===== src/rtl/pipe_stage_skid.sv =====
// pipe_stage_skid: ready/valid pipeline register with two-entry skid buffer, synchronous flush and saturating stall counter
module pipe_stage_skid #(
  parameter int               WIDTH  = 32,
  parameter logic [WIDTH-1:0] BUBBLE = '0,
  parameter int               CNT_W  = 16
) (
  input  logic             CLK,
  input  logic             reset,
  input  logic             flush,
  input  logic             in_valid,
  output logic             in_ready,
  input  logic [WIDTH-1:0] in_data,
  output logic             out_valid,
  input  logic             out_ready,
  output logic [WIDTH-1:0] out_data,
  output logic [CNT_W-1:0] stall_cnt
);
  typedef enum logic [1:0] {EMPTY, ONE, FULL} state_t;
  state_t           state, state_nx;
  logic [WIDTH-1:0] main_q, skid_q;
  logic             in_fire, out_fire;
  assign in_fire   = in_valid & in_ready;
  assign out_valid = state != EMPTY;
  assign out_fire  = out_valid & out_ready;
  assign out_data  = out_valid ? main_q : BUBBLE;
  always_comb begin
    state_nx = flush ? EMPTY :
               state == EMPTY ? (in_fire ? ONE : EMPTY) :
               state == ONE ? ((in_fire && !out_fire) ? FULL : (!in_fire && out_fire) ? EMPTY : ONE) :
               (out_fire ? ONE : FULL);
  end
  always_ff @(posedge CLK) begin
    if (reset) begin
      state     <= EMPTY;
      in_ready  <= 1'b1;
      stall_cnt <= '0;
    end else begin
      state    <= state_nx;
      in_ready <= state_nx != FULL;
      if (out_valid && !out_ready && !(&stall_cnt)) stall_cnt <= stall_cnt + 1'b1;
    end
  end
  always_ff @(posedge CLK) begin
    if (in_fire && (state == EMPTY || out_fire)) main_q <= in_data;
    else if (state == FULL && out_fire) main_q <= skid_q;
    if (in_fire && !out_fire) skid_q <= in_data;
  end
endmodule


===== config.mk =====
export PLATFORM = sky130hd
export DESIGN_NAME = pipe_stage_skid
export DESIGN_NICKNAME = d
export VERILOG_FILES = /design/src/rtl/pipe_stage_skid.sv
export SDC_FILE = /design/constraint.sdc
export NUM_CORES = 1
export LEC_CHECK = 0
export CAP_MARGIN = 10
export CORE_MARGIN = 5
export CORE_UTILIZATION = 44
export DETAILED_ROUTE_END_ITERATION = 6
export MAX_ROUTING_LAYER = met4
export PLACE_DENSITY_LB_ADDON = 0.25
export SLEW_MARGIN = 25
export SYNTH_ARGS = -nofsm -noshare
export SYNTH_HDL_FRONTEND = slang
export SYNTH_SLANG_ARGS = --single-unit
export TNS_END_PERCENT = 10

===== constraint.sdc =====
create_clock -name CLK -period 2.9 [get_ports CLK]
set_clock_uncertainty 0.05 [all_clocks]
set_input_delay 0.435 -clock CLK [delete_from_list [all_inputs] [get_ports CLK]]
set_output_delay 0.435 -clock CLK [all_outputs]
set_load 0.01 [all_outputs]

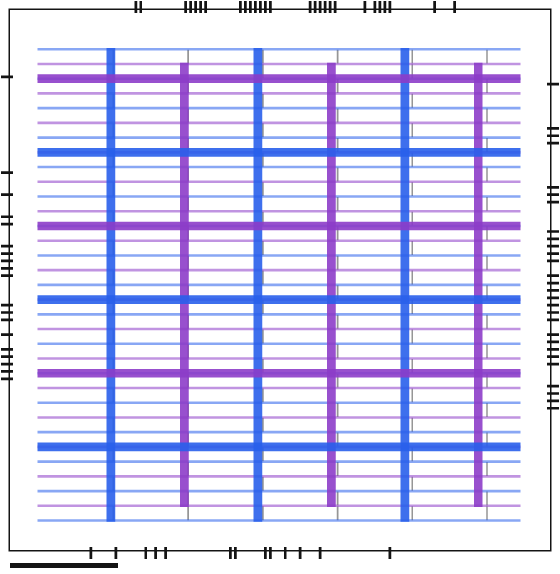
*Supply network*
Scale bar: 20 um. Pins as bars on the die edge. Tap cells in grey.
VSS -> blue
VDD -> purple
tap cells = 102
signal pins = 87
met5 straps = 6
rows = 32

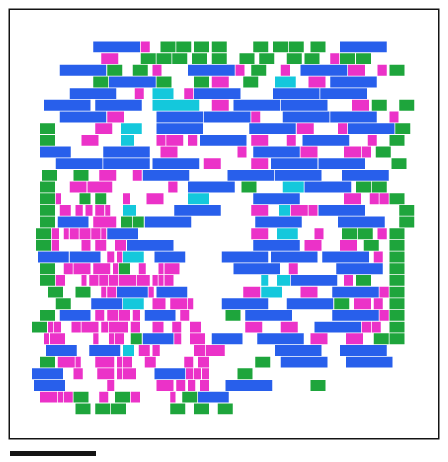
*Placed cells, one colour a class*
Scale bar: 20 um.
flops -> blue  # cells 83, share of their area 50%
other buffers and delay cells -> green  # cells 92, share of their area 20%
all other logic -> magenta  # cells 161, share of their area 26%
clock drivers and dummy loads -> cyan  # cells 16, share of their area 4.3%

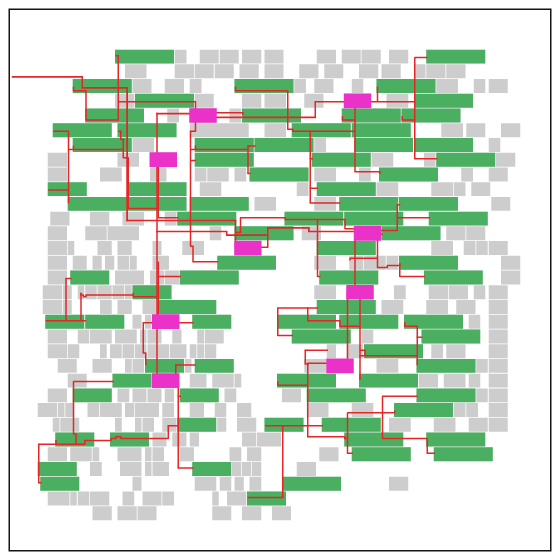
*Clock distribution*
flip-flops -> green  # count 83
clock wires -> red  # length 951 um
cells driving clock nets -> magenta  # count 9
routed clock nets = 10
clock group total power: 828 uW
clk latency late pin: 350 ps
part of the power in the clock network: 33.9%

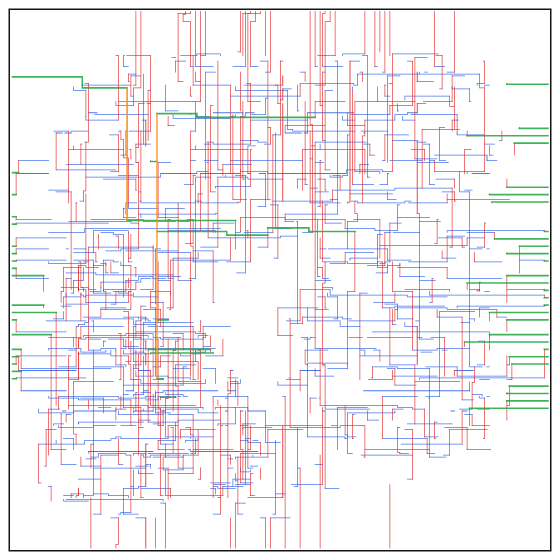
*Metal layers overlaid*
met2 -> red  # wire length 3350 um
met4 -> orange  # wire length 73.4 um
met3 -> green  # wire length 387 um
met1 -> blue  # wire length 3150 um

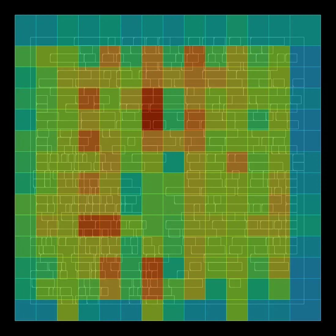
*Routing congestion*
final design utilization: 61.1%
GRT Util Overall: 14.7%

==> deck_impl_summary.md <==
Synthesis and Place & Route Summary

Synth
  • Post-synthesis compound-gate area fraction: under 10%
  • Leading area contributor after synthesis: sky130_fd_sc_hd__edfxtp_1
  • Syn Inst Count: 255
  • Nets in the synthesized netlist: about 290

Floorplan
  • Count of standard-cell rows: 32
  • Standard cell core area: between 7000 and 8000 um2
  • Die extent in y: 99.7 um

GRT
  • Pin count of the biggest net entering global routing: 34

CTS
  • CTS tree: yes
  • Number of buffers inserted to repair setup after CTS: 0
  • Cts hold-fix bufs: 0

Run status
  • Result of the run: finished clean

Route
  • DRT Pass-1 Iters: 4

Timing
  • Max Fclk: about 410 MHz
  • Worst-Margin Slew: 886 ps
  • Slew headroom: between 40% and 50%

Worst hold path
  • Worst hold-check path type: register to register

Pwr
  • Internal: between 1500 and 2000 uW
  • Net switching component of the power: around 540 uW

Critical path
  • Worst r2r dst: stall_cnt[14]
  • R2R depth: 5
  • Setup crit end: out_data[25]
  • Maximum fanout count along the critical path: 33
  • Type of destination of the critical path: output port
  • Buffers & Inverters on Critical Path: 2

Final layout
  • Fraction of layout instances using a drive strength above 1: 19.6%
  • Total number of nets in the final design: 386
  • Top Layout Cells: sky130_fd_sc_hd__clkdlybuf4s50_1 (86), sky130_fd_sc_hd__edfxtp_1 (64), sky130_fd_sc_hd__mux2_2 (39)

Job
  • Max capacitance violation total: 0
[sequential cells by signal (all words and copies together), names as in the netlist]
| register | flops |
|---|---|
| stall_cnt | 16 |
| in_ready | 1 |
| state | 2 |
| skid_q | 32 |
| main_q | 32 |
[area by class of cell]
| class | count | area [um2] |
|---|---|---|
| fill | 645 | 3020 |
| inverter | 4 | 15.0 |
| tap | 102 | 128 |
| clock inverter | 7 | 76.3 |
| multi-input combinational | 157 | 1200 |
| clock buffer | 9 | 124 |
| sequential | 83 | 2300 |
| timing repair buffer | 92 | 906 |
[through the flow]
step                      instance area (um2)  std cells
final                                    4750        454
after global routing                     4750        454
after CTS                                4750        454
after detailed placement                 4550        438
after global placement                   4550        438
after floorplan                          3550        255
Power figures rest on the tool's default switching activity, not on a simulated workload.
